==> config.mk <==
export PLATFORM = sky130hd
export DESIGN_NAME = hwpe_stream_source_credit
export DESIGN_NICKNAME = d
export VERILOG_FILES = /design/src/rtl/hwpe_stream_source_credit.sv
export SDC_FILE = /design/constraint.sdc
export NUM_CORES = 1
export LEC_CHECK = 0
export CAP_MARGIN = 20
export CORE_MARGIN = 8
export CORE_UTILIZATION = 35
export CTS_CLUSTER_SIZE = 28
export DETAILED_ROUTE_END_ITERATION = 7
export GPL_TIMING_DRIVEN = 0
export MAX_ROUTING_LAYER = met4
export PLACE_DENSITY = 0.61
export SLEW_MARGIN = 20
export SYNTH_ARGS = -nofsm -noshare
export SYNTH_HDL_FRONTEND = slang
export SYNTH_SLANG_ARGS = --single-unit
==> constraint.sdc <==
create_clock -name clk_i -period 7.5 [get_ports clk_i]
set_input_delay 1.5 -clock clk_i [delete_from_list [all_inputs] [get_ports clk_i]]
set_output_delay 1.5 -clock clk_i [all_outputs]
set_load 0.05 [all_outputs]
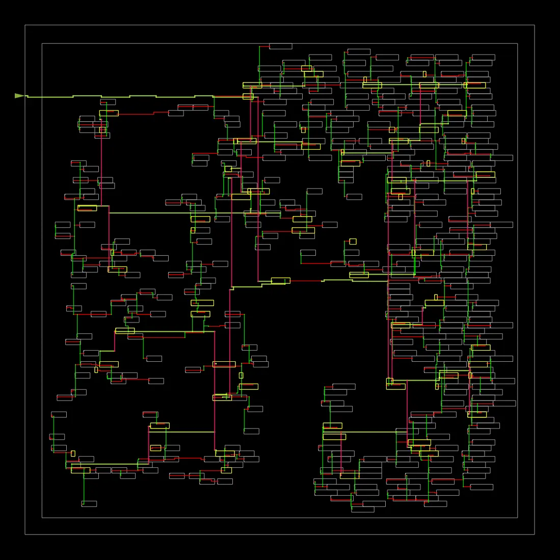
run_1/clock_nets.png
Clock Power: 2.13 mW
clock buf count: 56

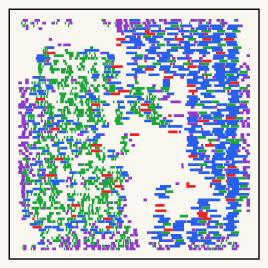
run_1/class_map.png
Drawn at 1 px/um.
| color | class | cells | share of their area |
|---|---|---|---|
| red | clock drivers and dummy loads | 78 | 6.0% |
| green | remaining logic cells | 1133 | 33% |
| purple | remaining buffers and delay cells | 452 | 17% |
| blue | registers | 395 | 44% |
FP Rows: 85
Design Area, Final: 24600 um2
fraction of area in registers: 42.5%

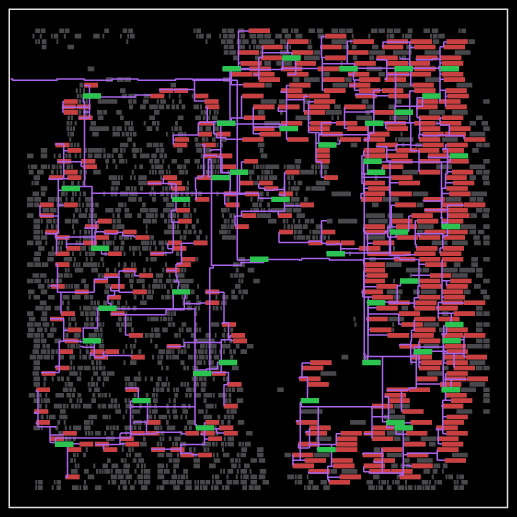
run_1/clock_wires.png
Drawn at 2 px/um.
[red] flip-flops | count: 395
[green] clock-net drivers | count: 44
[purple] clock wires | length: 5090 um
routed clock nets: 45
clk_lat worst skew: 0.56 ns
clock power share: 41.4%
Final Skew: 0.0155 ns

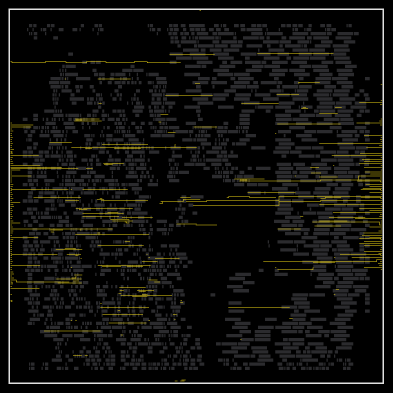
run_1/m3.png
Drawn at 1.5 px/um.
share of all routed wire: 6.2%
main direction: horizontal
wire length on this layer: 3330 um
nets with wire on the layer: 233
drt total wl: 53700 um
via count: 13.7k
grt met3 use: 3.23%

==> results.sh, run 1 <==
# source this file to load flow results
export IMPL_status="finished, final reports clean"
export IMPL_critical_path_max_fanout=7
export IMPL_post_cts_setup_buffers=0
export IMPL_clockBufferDepth=3
export IMPL_synth_distinct_cells=78
export IMPL_initCoreUtil_pct=35.3
export IMPL_logic_family="simple AND/OR/NAND/NOR gates"
export IMPL_dieArea_um2=61700
export IMPL_root_buffer="clkbuf_16"
export IMPL_hpwl_um=40400
export IMPL_syn_area_um2=18900
export IMPL_coreArea_um2=53600
export IMPL_p_per_area_nw_per_um2=209
export IMPL_yosys_cells=1606
export IMPL_cts_sinks=395
export IMPL_routedWlPerCell_um=19.5
export IMPL_synthXorXnorAreaFrac_pct=4.40
export IMPL_edf_count=256
export IMPL_via_per_inst=4.97
export IMPL_numPortBuffers=294
export IMPL_reg2reg_depth=16
export IMPL_slew_headroom_pct=36.5
export IMPL_ys_ff=395
export IMPL_ys_sh_mux_pct=7.90
export IMPL_min_period_over_period_pct=76.3
export IMPL_grt_pass1_vias=13785
export IMPL_aoi_share_pct=9.22
export IMPL_simple_gate_area_share_pct=12.3
export IMPL_die_h_um=248
export IMPL_hold_path_class="register to register"
export IMPL_ys_area_um2=18900
export IMPL_synthFlopType="edfxtp_1"
export IMPL_crit_path_end_kind="output pin"
export IMPL_cap_violations=0
export IMPL_ys_seq_share_pct=55.4
[run 1: routing by layer]
| layer | up-vias | share of wire [%] | GRT usage (%) |
|---|---|---|---|
| met3 | 71 | 6.2 | 3.23 |
| met5 | - | 0 | - |
| met2 | 381 | 49 | 28.7 |
| met1 | 6693 | 43 | 21.7 |
| met4 | 0 | 2.0 | 4.92 |
| li1 | 6572 | - | - |
[run 1: critical path, cell delays in order (launching register included)]
cell and delay [ns]:
dfxtp_1 0.49, and3_1 0.25, and3_1 0.20, nand3_1 0.25
nor2_1 0.24, nand4_1 0.27, nor2_1 0.44, nand2_1 0.12
xnor2_1 0.46, clkdlybuf4s50_1 0.92
[run 1: cell usage after synthesis (5+ instances only)]
library cell	count	area share [%]
nor2b_1	14	0.46
edfxtp_1	256	41
nand4_1	20	0.66
o21ai_0	45	1.2
nand2_1	203	4.0
or3_1	20	0.66
a311oi_1	9	0.42
o21ai_1	9	0.24
ha_1	68	4.5
a21oi_1	143	3.8
and3_1	23	0.76
buf_4	84	3.3
a211oi_1	14	0.56
and2_1	13	0.43
nand3_1	33	0.87
buf_2	10	0.26
dfxtp_1	139	15
a31oi_1	8	0.26
clkbuf_1	40	0.79
nor4_1	11	0.36
mux4_2	64	7.6
a21o_1	7	0.28
nor3_1	27	0.72
o21bai_1	7	0.28
nor2_1	97	1.9
inv_1	47	0.93
xnor2_1	55	2.5
xor2_1	40	1.9
buf_1	14	0.28
and4_1	5	0.23
[run 1: cells by family (layout without fill, tap and decap cells)]
logic type | count (synthesis) | count (layout)
buf+inv | 200 | 580
mux | 69 | 69
compound gates | 285 | 285
simple gates | 488 | 488
other cells | 2 | 78
xor+xnor | 95 | 95
fa+ha+maj | 72 | 72
flops | 395 | 395
[run 1: layout make-up]
type / instances / area, um2
Fill cell: 4987 / 29000
Multi-Input combinational cell: 1083 / 7610
Clock inverter: 22 / 243
Clock buffer: 56 / 1190
Inverter: 50 / 188
Tap cell: 696 / 871
Buffer: 150 / 906
Timing Repair Buffer: 302 / 3140
Antenna cell: 4 / 10.0
Sequential cell: 395 / 10500
[run 1: per-stage QoR]
step                      worst slack, ns  power, mW  instances  utilization, %  cell area, um2
final                                1.78       5.14       2758            46.0           24600
after global routing                 1.63       5.33       2758            46.0           24600
after CTS                            1.77       5.19       2754            45.9           24600
after detailed placement             2.40       3.05       2676            43.3           23200
after global placement               2.41       3.04       2668            42.9           23000
after floorplan                      2.95       2.82       1678               -           19200
[run 1: where the power goes]
group,switching [mW],internal (mW),total [mW]
registers,0.0318,2.35,2.38
clock network,0.869,1.26,2.13
logic,0.397,0.236,0.633
==> run 2: changes to the inputs <==
==> constraint.sdc (replaced) <==
create_clock -name clk_i -period 5.7 [get_ports clk_i]
set_input_delay 1.14 -clock clk_i [delete_from_list [all_inputs] [get_ports clk_i]]
set_output_delay 1.14 -clock clk_i [all_outputs]
set_load 0.05 [all_outputs]
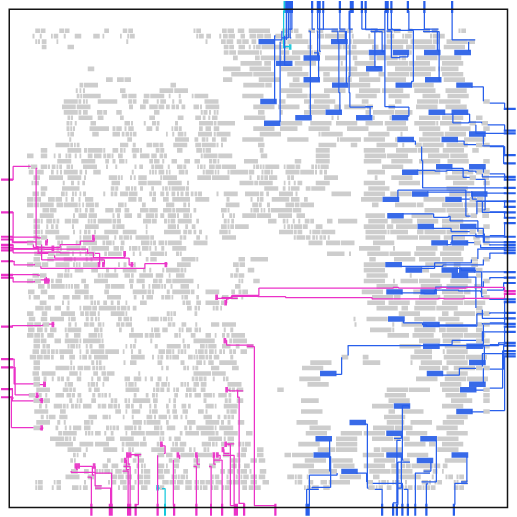
run_2/port_trees.png
Drawn at 2 px/um.
| color | port | direction | end cells | buffers | wire |
|---|---|---|---|---|---|
| magenta | ctrl_stride_i | input | 32 | 32 | 1500 um |
| blue | stream_data_o | output | 64 | 64 | 2550 um |
| cyan | tcdm_wen_o | output | 2 | 2 | 34.7 um |
Port Buffers: 294
IO Pins: 369

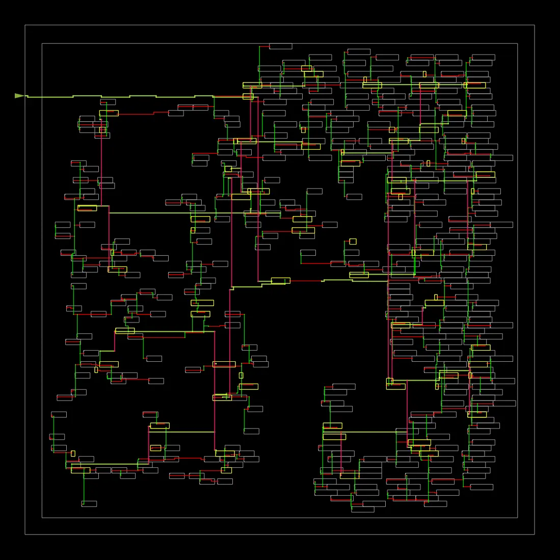
run_2/clock_nets.png
Clock Power: 2.80 mW
# clock sinks: 395
flip-flops: 395
cts bufs inserted: 44

==> results.sh, run 2 <==
# source this file to load flow results
export IMPL_initCoreUtil_pct=35.3
export IMPL_placed_area_um2=23200
export IMPL_fill_cells=4987
export IMPL_yosys_cells=1606
export IMPL_largest_area_cell="edfxtp_1"
export IMPL_final_cell_mix="294 x clkdlybuf4s50_1, 256 x edfxtp_1, 203 x nand2_1, 143 x a21oi_1, 139 x dfxtp_1"
export IMPL_fin_skew_ns=0.0155
export IMPL_stdcell_count=2758
export IMPL_total_power_mw=6.76
export IMPL_synth_top_cell_area_share_pct=40.7
export IMPL_ys_ff=395
export IMPL_synth_distinct_cells=78
export IMPL_num_vias=13717
export IMPL_die_h_um=248
export IMPL_wl_um=53700
export IMPL_crit_path_end_kind="output pin"
export IMPL_coreArea_um2=53600
export IMPL_hold_path_class="register to register"
export IMPL_post_cts_setup_buffers=0
export IMPL_cp_arrival_ns=4.22
export IMPL_p_per_area_nw_per_um2=275
export IMPL_ys_seq_share_pct=55.4
export IMPL_reg2reg_depth=16
export IMPL_p_leak_nw=8.73
export IMPL_ys_area_um2=18900
export IMPL_clockBufferDepth=3
export IMPL_most_common_cell="edfxtp_1"
export IMPL_cap_violations=0
export IMPL_status="finished, final reports clean"
export IMPL_dieArea_um2=61700
export IMPL_routedWlPerCell_um=19.5
export IMPL_worstMarginPinSlew_ns=0.953
export IMPL_critical_path_max_fanout=7
export IMPL_fmax_mhz=186
export IMPL_edf_count=256
export IMPL_grt_pass1_vias=13785
export IMPL_design_area_um2=24600
export IMPL_dp_cells=2676
export IMPL_top_cells_by_count="256 x edfxtp_1, 203 x nand2_1, 143 x a21oi_1"
export IMPL_slew_headroom_pct=36.5
export IMPL_syn_area_um2=18900
export IMPL_rows=85
==> run 2: cell counts after synthesis <==
No cell type changed its count.
==> run 2: metal layers <==
layer	wire (um)	up-vias	track usage, %
li1	-	6572	-
met1	23200	6693	21.7
met2	26200	381	28.7
met3	3330	71	3.23
met4	1090	0	4.92
met5	0	-	-
==> run 2: per-stage QoR <==
step | setup WS, ns | utilization (%)
finish | 0.337 | 46.0
global route | 0.192 | 46.0
CTS | 0.332 | 45.9
detailed placement | 0.956 | 43.3
global placement | 0.968 | 42.9
floorplan | 1.51 | -
==> run 2: where the power goes <==
part           switching, mW  total [mW]  internal (mW)
clock network           1.14        2.80           1.66
logic                  0.522       0.833          0.311
registers             0.0419        3.13           3.09
==> run 2: cells by family (layout without fill, tap and decap cells) <==
group,count (synthesis),after routing,share of synthesized area (%)
flip-flops,395,395,55.4
AND-OR/OR-AND,285,285,9.22
XOR/XNOR,95,95,4.40
other,2,78,0.0397
AND/OR/NAND/NOR,488,488,12.3
adder cells (fa/ha/maj),72,72,4.93
buffers and inverters,200,580,5.79
multiplexers,69,69,7.90
==> run 2: area by class of cell <==
cell class	instances	area (um2)	area share [%]
sequential	395	10500	42.5
inverter	50	188	0.762
timing repair buffer	302	3140	12.8
clock buffer	56	1190	4.82
antenna	4	10.0	0.0406
buffer	150	906	3.68
clock inverter	22	243	0.986
multi-input combinational	1083	7610	30.9
tap	696	871	3.54
==> run 2: critical path, stage by stage, from the launching register on <==
cell	delay, ns
dfxtp_1	0.49
and3_1	0.25
and3_1	0.20
nand3_1	0.25
nor2_1	0.24
nand4_1	0.27
nor2_1	0.44
nand2_1	0.12
xnor2_1	0.46
clkdlybuf4s50_1	0.92
Power is estimated from default activity; no workload was simulated.
